Run 1, wiring by layer:
(3 px per um)
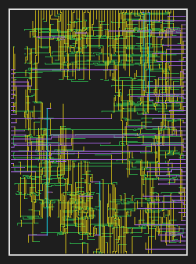
Run 1, met3 routing:
(6 px per um)
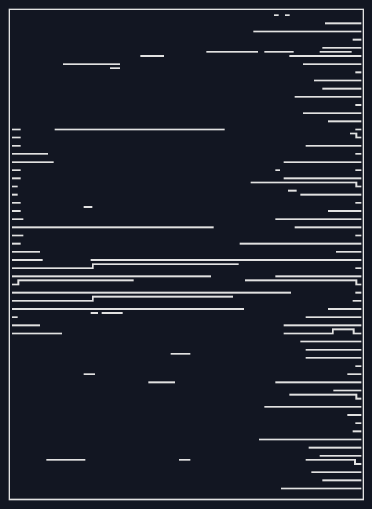
Run 1, clock routing:
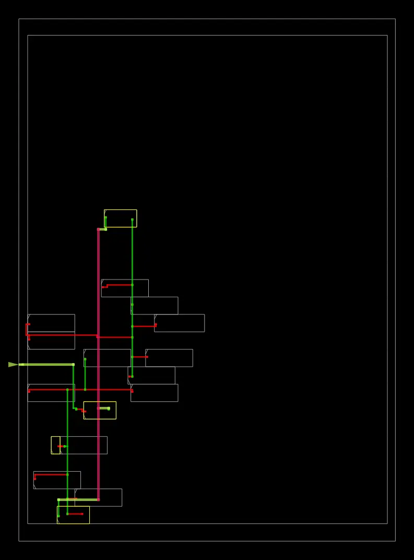
===== src/rtl/bus_arbit.sv =====
// Purpose : two-master bus arbiter with tie-break on last owner and a bounded burst tenure.
// Latency : grant registered, one cycle after the request is sampled; m_* muxing is combinational.
// Backpressure: a master holding the bus while the other requests is handed off after MAX_BURST cycles.
//
// Ports:
//   clk, reset                     - sole clock; synchronous active-high reset
//   m0_req/m0_wr/m0_address/m0_dout - master 0 request, write enable, address, write data
//   m1_req/m1_wr/m1_address/m1_dout - master 1 equivalents
//   m0_grant, m1_grant             - registered bus ownership, never both high
//   m_req/m_wr/m_address/m_dout    - granted master's signals, all zero when nobody owns the bus
module bus_arbit #(
    parameter int unsigned MAX_BURST = 8
) (
    input  logic        clk,
    input  logic        reset,
    input  logic        m0_req,
    input  logic        m0_wr,
    input  logic [15:0] m0_address,
    input  logic [31:0] m0_dout,
    input  logic        m1_req,
    input  logic        m1_wr,
    input  logic [15:0] m1_address,
    input  logic [31:0] m1_dout,
    output logic        m0_grant,
    output logic        m1_grant,
    output logic        m_req,
    output logic        m_wr,
    output logic [15:0] m_address,
    output logic [31:0] m_dout
);

    typedef enum logic [1:0] {
        IDLE   = 2'd0,
        GRANT0 = 2'd1,
        GRANT1 = 2'd2
    } state_t;

    // Tenure value at which a contended owner must yield (cnt counts from 0).
    localparam logic [7:0] LP_LAST_BEAT = 8'(MAX_BURST - 1);

    state_t      r_state;
    state_t      w_next;
    logic [7:0]  r_cnt;
    logic [7:0]  w_cnt_nxt;
    logic        r_last;
    logic        w_last_nxt;
    logic        r_m0_grant;
    logic        r_m1_grant;
    logic        w_burst_done;

    assign w_burst_done = (r_cnt == LP_LAST_BEAT);

    // Next-state logic. Hand-overs go straight between GRANT states so the
    // bus never idles for a cycle while the other master is waiting.
    always_comb begin
        w_next = r_state;
        case (r_state)
            IDLE: begin
                if (m0_req && m1_req) begin
                    // Tie: favour whichever master did not own the bus last.
                    w_next = r_last ? GRANT0 : GRANT1;
                end else if (m0_req) begin
                    w_next = GRANT0;
                end else if (m1_req) begin
                    w_next = GRANT1;
                end
            end
            GRANT0: begin
                if (!m0_req) begin
                    w_next = m1_req ? GRANT1 : IDLE;
                end else if (m1_req && w_burst_done) begin
                    w_next = GRANT1;
                end
            end
            GRANT1: begin
                if (!m1_req) begin
                    w_next = m0_req ? GRANT0 : IDLE;
                end else if (m0_req && w_burst_done) begin
                    w_next = GRANT0;
                end
            end
            default: w_next = IDLE;
        endcase
    end

    // Tenure counter restarts on any state change and saturates while held.
    always_comb begin
        w_cnt_nxt = r_cnt;
        if (w_next != r_state) begin
            w_cnt_nxt = 8'd0;
        end else if (r_cnt != 8'hFF) begin
            w_cnt_nxt = r_cnt + 8'd1;
        end
    end

    always_comb begin
        w_last_nxt = r_last;
        if (w_next == GRANT0 && r_state != GRANT0) begin
            w_last_nxt = 1'b0;
        end else if (w_next == GRANT1 && r_state != GRANT1) begin
            w_last_nxt = 1'b1;
        end
    end

    // Grants get their own flops so the outputs come straight from registers
    // rather than through a state decode.
    always_ff @(posedge clk) begin
        if (reset) begin
            r_state    <= IDLE;
            r_cnt      <= 8'd0;
            r_last     <= 1'b1;
            r_m0_grant <= 1'b0;
            r_m1_grant <= 1'b0;
        end else begin
            r_state    <= w_next;
            r_cnt      <= w_cnt_nxt;
            r_last     <= w_last_nxt;
            r_m0_grant <= (w_next == GRANT0);
            r_m1_grant <= (w_next == GRANT1);
        end
    end

    assign m0_grant = r_m0_grant;
    assign m1_grant = r_m1_grant;

    // Downstream mux: only the owner's inputs pass; everything is zero when idle.
    always_comb begin
        m_req     = 1'b0;
        m_wr      = 1'b0;
        m_address = 16'h0000;
        m_dout    = 32'h0000_0000;
        if (r_m0_grant) begin
            m_req     = m0_req;
            m_wr      = m0_wr;
            m_address = m0_address;
            m_dout    = m0_dout;
        end else if (r_m1_grant) begin
            m_req     = m1_req;
            m_wr      = m1_wr;
            m_address = m1_address;
            m_dout    = m1_dout;
        end
    end

endmodule


===== config.mk =====
export PLATFORM = sky130hd
export DESIGN_NAME = bus_arbit
export DESIGN_NICKNAME = d
export VERILOG_FILES = /design/src/rtl/bus_arbit.sv
export SDC_FILE = /design/constraint.sdc
export NUM_CORES = 1
export LEC_CHECK = 0
export ABC_AREA = 1
export CORE_ASPECT_RATIO = 1.4
export CORE_UTILIZATION = 30
export DETAILED_ROUTE_END_ITERATION = 7
export PLACE_DENSITY = 0.95
export SYNTH_ARGS = -nofsm -noshare
export SYNTH_HDL_FRONTEND = slang
export SYNTH_SLANG_ARGS = --single-unit

===== constraint.sdc =====
create_clock -name clk -period 3.44 [get_ports clk]
set_input_delay 0.516 -clock clk [delete_from_list [all_inputs] [get_ports clk]]
set_output_delay 0.516 -clock clk [all_outputs]
set_load 0.005 [all_outputs]

==> summary.txt, run 1 <==
Main metrics from the flow reports.

The type of destination of the critical path is an output port. The delay of the slowest cell on the worst path is 0.94 ns. The clock tree root buffer cell is sky130_fd_sc_hd__clkbuf_8.

In this run the standard cell core region covers 4270 um^2. For met1 alone, demand over resource in global routing was 26.8%. The buffer and inverter count on the worst path is 1. The clock network power consumption came out at 0.138 mW. The count of buffers added on input and output ports is 153. The startpoint identified for the worst register-to-register timing path is r_cnt[0]. The number of endpoints with negative hold slack in the final report is 0.

The routed design has 6230 um of wire. The number of cells on the worst hold path came out at 4. The number of top-level pins is 154. The power report lists the sequential group at 0.194 mW. The residual overflow from global routing came out at 0. The total power of the final layout came out at 0.811 mW. Leaving out fill and tap cells, the most frequent cells in the layout are sky130_fd_sc_hd__clkdlybuf4s50_1 (153), sky130_fd_sc_hd__nand2_1 (116), sky130_fd_sc_hd__nand3_1 (55).

For reference, the top cells by area after synthesis are sky130_fd_sc_hd__nand2_1 (32%), sky130_fd_sc_hd__nand3_1 (20%), sky130_fd_sc_hd__dfxtp_1 (19%). The net switching share of the total power is 33.9%. The async set-reset flop share out of synthesis is 0%. The most used flip-flop cell after synthesis is sky130_fd_sc_hd__dfxtp_1. The diode insertion count for antenna repair came out at 0. The number of optimization iterations in the first detailed-route pass is 4.

The largest share of the power goes to combinational logic. The data arrival at the endpoint of the critical path came out at 2.10 ns. In this run the number of H-tree levels came out at 1. The total of cells resized after clock tree synthesis is 0. The run finished with clean final reports. The die span in x came out at 58.8 um.

Note that the worst hold path type here is reg2reg. The via count of the first global-routing pass came out at 2006. The timing report shows that the slowest cell on the worst path is sky130_fd_sc_hd__dfxtp_2. The number of cells produced by synthesis came out at 262.

The kind of cell adding the most delay to the critical path is flip-flops. The number of remaining DRC errors came out at 0. In this run the worst setup path terminates at m_req.

The post-CTS hold buffer count recorded in the log is 0. The proportion of power drawn by the clock network is 17.1%. Per the detail_route log, the uppermost layer with routed signals is met4. Setup repair after global routing left no endpoint under its margin.
About 'wiring by layer':
cyan -> met4  # wire length 115 um
green -> met1  # wire length 2280 um
purple -> met3  # wire length 867 um
yellow -> met2  # wire length 2970 um

About 'met3 routing':
longest straight run = 46.2 um
share of all routed wire = 14%
main direction = horizontal
nets with wire on the layer = 97
wire length on this layer = 867 um

About 'clock routing':
Clock Sink Count: 13
insertion delay of the later-clocked pin in the worst-skew pair: 0.25 ns
clock buffers: 4
sequential cell count: 13

[run 1: through the flow]
stage	instances	cell area, um^2	hold WS, ns	utilization (%)
5_1_grt	464	2960	0.569	69.1
6_report	464	2960	0.542	69.1
3_3_place_gp	460	2910	0.508	68.1
3_5_place_dp	460	2910	0.531	68.1
4_1_cts	464	2960	0.541	69.1
2_1_floorplan	262	1350	0.484	-
[run 1: registers in the layout, indices dropped and copies added (netlist names)]
signal	flops
r_last	1
m1_grant	1
m0_grant	1
r_state	2
r_cnt	8
[run 1: final cells by class]
cell class                      instances  area [um^2]  area share (%)
Inverter                               17         63.8            2.16
Tap cell                               60         75.1            2.54
Sequential cell                        13          262            8.85
Timing Repair Buffer                  155         1550            52.3
Multi-Input combinational cell        215          963            32.6
Clock buffer                            4         45.0            1.52
Run 1, logic cells by family:
(3 px per um)
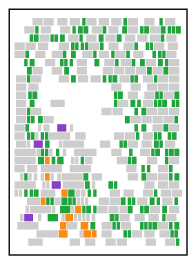

==> inputs of run 2 (changes only) <==
Settings changed: CORE_UTILIZATION 30 to 28, PLACE_DENSITY 0.95 to 0.93.
Clock period 3.44 ns to 2.42 ns, I/O delays scaled along.
Run 2, logic cells by family:
(3 px per um)
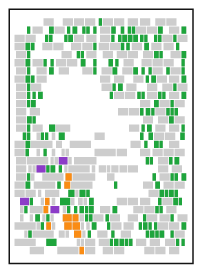
green -> NAND gates  # cells 177, where spread over the die
purple -> XOR/XNOR gates  # cells 4
orange -> inverting AOI/OAI gates  # cells 11

==> summary.txt, run 2 <==
Main metrics from the flow reports.

The number of signal-net inverters in the final layout came out at 17 (unchanged). The tightest hold margin came to 0.519 ns (-0.0226 ns). The clock tree root buffer cell is sky130_fd_sc_hd__clkbuf_8. The CTS H-tree depth was 1 (unchanged). Counting flops per register, the top entry is r_cnt. The total area of multi-input combinational cells is 963 um^2 (unchanged). The diode insertion count for antenna repair was 0 (unchanged). The clock network power consumption is 0.195 mW (+41%).

The sequential cell count is 13 (unchanged). STA reports the tightest min-delay check as being of type reg2reg. The final design instance area without fill is 2990 um^2 (+1.3%).

By instance count after routing, the leading logic cell types are sky130_fd_sc_hd__clkdlybuf4s50_1 (153), sky130_fd_sc_hd__nand2_1 (116), sky130_fd_sc_hd__nand3_1 (55). The number of flip-flops in the largest register came out at 8 (unchanged). The instance area at placement was 2950 um^2 (+1.3%). By area the synthesized netlist is led by sky130_fd_sc_hd__nand2_1 (32%), sky130_fd_sc_hd__nand3_1 (20%), sky130_fd_sc_hd__dfxtp_1 (19%). The power in sequential cells is 0.258 mW (+33%). The tap cell count is 62 (+3.3%). The delay of the slowest cell on the worst path came to 0.56 ns (-0.38 ns).

The highest layer touched by signal routing is met4. The sequential cell area share is 8.78% (-0.073 points). The final-layout clock buffer total is 4 (unchanged). The async set-reset flop share out of synthesis came out at 0% (unchanged). The kind of cell adding the most delay to the critical path is buffers and inverters.

The type of destination of the critical path is an output port. The buffer and inverter count on the worst path is 2 (+1). The count of input and output buffers is 153 (unchanged). The area taken by flip-flops and latches came out at 263 um^2 (+0.48%).

The number of remaining DRC errors came to 0 (unchanged). The die span in x was 60.7 um (+3.4%). The total of cells resized after clock tree synthesis is 0 (unchanged). The number of instances in the placed design came out at 465 (+1.1%). The count of hold buffers inserted by post-cts repair came out at 0 (unchanged).

The data arrival at the endpoint of the critical path came out at 1.78 ns (-0.32 ns). The residual overflow from global routing is 0 (unchanged). The standard cell with the maximum stage delay on the critical path is sky130_fd_sc_hd__clkdlybuf4s50_1. The number of optimization iterations in the first detailed-route pass came out at 4 (unchanged).

In the final layout, the registers with the most flip-flops are r_cnt x8, r_state x2. The fraction of met1 tracks used by global routing came to 22.2% (-4.6 points). Setup repair after global routing left no endpoint under its margin. The number of cells produced by synthesis is 262 (unchanged). The clock latency on the worst-skew pair was 0.25 ns (about the same). The net switching share of the total power is 33.3% (-0.66 points). The run finished with clean final reports. The final design utilization is 65.5% (-3.7 points).
## run 2: cell counts after synthesis
Identical to the previous run, type by type.
## run 2: path summary, 6_finish.rpt
check / from / endpoint / slack (ns) / depth (start not counted)
worst max register to register: r_cnt[0] / r_cnt[4] / 0.84 / 9
worst max-delay path: m1_grant / m_address[8] / 0.28 / 4
worst min register to register: r_last / r_last / 0.52 / 2
worst min-delay path: r_last / r_last / 0.52 / 2
## run 2: cell families (layout without fill, tap and decap cells)
logic type | after synthesis | in the layout | synth area share (%)
XOR/XNOR | 4 | 4 | 2.59
AND/OR/NAND/NOR | 199 | 199 | 62.5
AND-OR/OR-AND | 11 | 11 | 5.18
buffers and inverters | 34 | 179 | 9.53
flip-flops | 13 | 13 | 19.2
adder cells (fa/ha/maj) | 1 | 1 | 0.925
Run 2, clock routing:
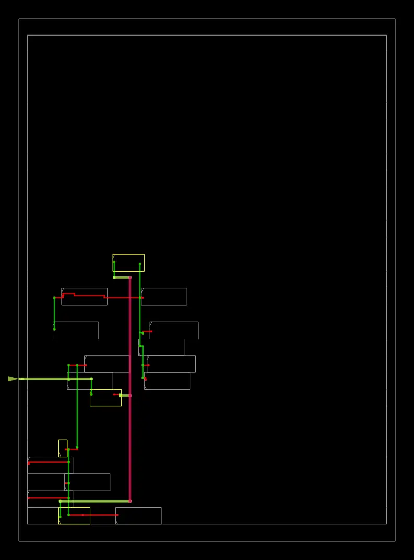

==> inputs of run 3 (changes only) <==
Settings changed: CORE_UTILIZATION 28 to 30, DONT_BUFFER_PORTS set to 1, PLACE_DENSITY 0.93 to 0.55.
Run 3, clock routing:
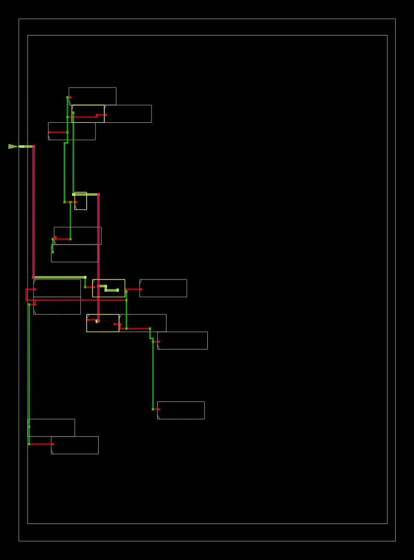
clock buffers: 3
TritonCTS Buffers: 3
clock-net power: 0.194 mW
Fin Clk Skew: 0.00776 ns

==> summary.txt, run 3 <==
Main metrics from the flow reports.

The residual overflow from global routing came out at 0 (unchanged). The number of optimization iterations in the first detailed-route pass came out at 5 (+1). According to the timing report, the critical path is captured at m_dout[7]. Setup repair after global routing left no endpoint under its margin. The tightest hold margin is 0.180 ns (-0.339 ns). The cell type that accounts for the most area after synthesis is sky130_fd_sc_hd__nand2_1.

Of all power groups, the one with the highest power is combinational logic. Of the post-synthesis cell area, the dominant cell type holds 32.2%. The number of cell instances after yosys synthesis is 262. The number of cells on the worst hold path came out at 1 (-1). The count of input and output buffers is 0 (-100%). The total of cells resized after clock tree synthesis came out at 0 (unchanged). The dominant kind of combinational cell is simple AND/OR/NAND/NOR gates.

In the hold report, the worst path ends at r_state[0]. The final design instance area without fill came out at 1450 um^2 (-52%). The type of destination of the critical path is an output port. The number of cells produced by synthesis came out at 262 (unchanged). The data arrival at the endpoint of the critical path came to 1.45 ns (-0.33 ns). The critical register-to-register path endpoint is r_cnt[2].

The area taken by flip-flops and latches is 262 um^2 (-0.48%). By instance count after routing, the leading logic cell types are sky130_fd_sc_hd__nand2_1 (116), sky130_fd_sc_hd__nand3_1 (55), sky130_fd_sc_hd__nor2_1 (18). The area share of xor/xnor cells in the synthesized design is 2.59% (unchanged). The number of flip-flops in the largest register came out at 8 (unchanged).

The tightest min-delay check is of the in2reg type. The clock latency on the worst-skew pair is 0.25 ns (about the same). The run finished with clean final reports. Ranked by flip-flop count, first place goes to r_cnt. After detailed routing, no signal wire sits above met4. For reference, the top cells by area after synthesis are sky130_fd_sc_hd__nand2_1 (32%), sky130_fd_sc_hd__nand3_1 (20%), sky130_fd_sc_hd__dfxtp_1 (19%). The tree is rooted in a sky130_fd_sc_hd__clkbuf_8. The transition time recorded at the tightest slew-check pin is 0.478 ns.

The synthesized-area fraction occupied by adder cells is 0.925% (unchanged). In the final layout, the registers with the most flip-flops are r_cnt x8, r_state x2. The instance area at placement came out at 1400 um^2 (-52%). The number of remaining DRC errors is 0 (unchanged). The count of antenna-violating nets left after detailed routing came out at 0. In this run the deepest clock path goes through 2 buffers. The startpoint identified for the worst hold timing path is reset. The net switching share of the total power is 42.9% (+9.7 points). The CTS H-tree depth came out at 1 (unchanged). The async set-reset flop share out of synthesis is 0% (unchanged). The final design utilization is 33.9% (-32 points).

The number of instances in the placed design is 310 (-33%). Combinational cells consume a total of 0.328 mW. The most critical setup path has its startpoint at m0_grant. The depth of the most critical reg-to-reg path came out at 9 (unchanged). The power in sequential cells was 0.245 mW (-5%). The count of hold buffers inserted by post-cts repair came to 0 (unchanged).

The simple-gate share of the synthesized area is 62.5% (unchanged). The post-synthesis share of cell area spent on and-or and or-and gates came out at 5.18% (unchanged).
run 3: cell counts after synthesis:
No cell type changed its count.
run 3: cell type report:
| type | instances | area share, % |
|---|---|---|
| multi-input combinational | 215 | 66.6 |
| clock buffer | 3 | 2.85 |
| sequential | 13 | 18.1 |
| inverter | 17 | 4.41 |
| tap | 60 | 5.19 |
| clock inverter | 1 | 0.346 |
| timing repair buffer | 5 | 2.59 |
run 3: metal layers:
metal,global-route usage [%],vias up
li1,-,815
met5,0,-
met1,16.4,719
met2,27.5,113
met4,5.71,0
met3,9.61,9
run 3: critical path: stages (launching register included):
cell and delay (ns):
sky130_fd_sc_hd__dfxtp_2 0.32, sky130_fd_sc_hd__clkinv_1 0.35, sky130_fd_sc_hd__buf_4 0.36, sky130_fd_sc_hd__nand3_1 0.09
sky130_fd_sc_hd__nand2_1 0.08

==> notes/layouts.md <==
Pictures saved along the way, in no particular order.

Clock network drawn from the DEF.
(6 px per um)
image #1
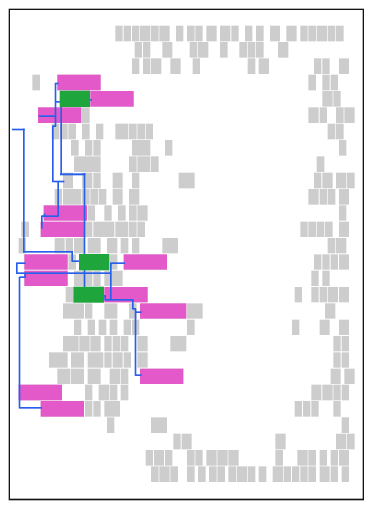
image #2
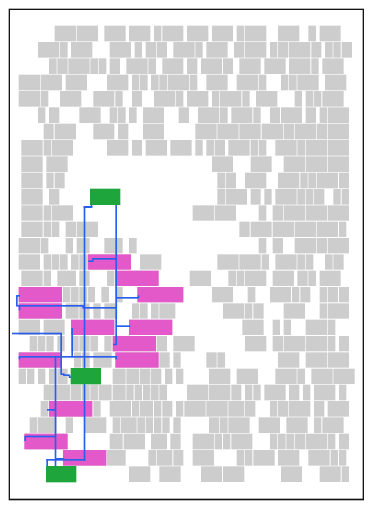
For run 3, see image #1.
For run 1, see image #2.

Key to image #2:
green -> cells driving clock nets  # count 3
magenta -> flip-flops  # count 13
blue -> clock wires  # length 181 um
routed clock nets = 4

Power figures rest on the tool's default switching activity, not on a simulated workload.
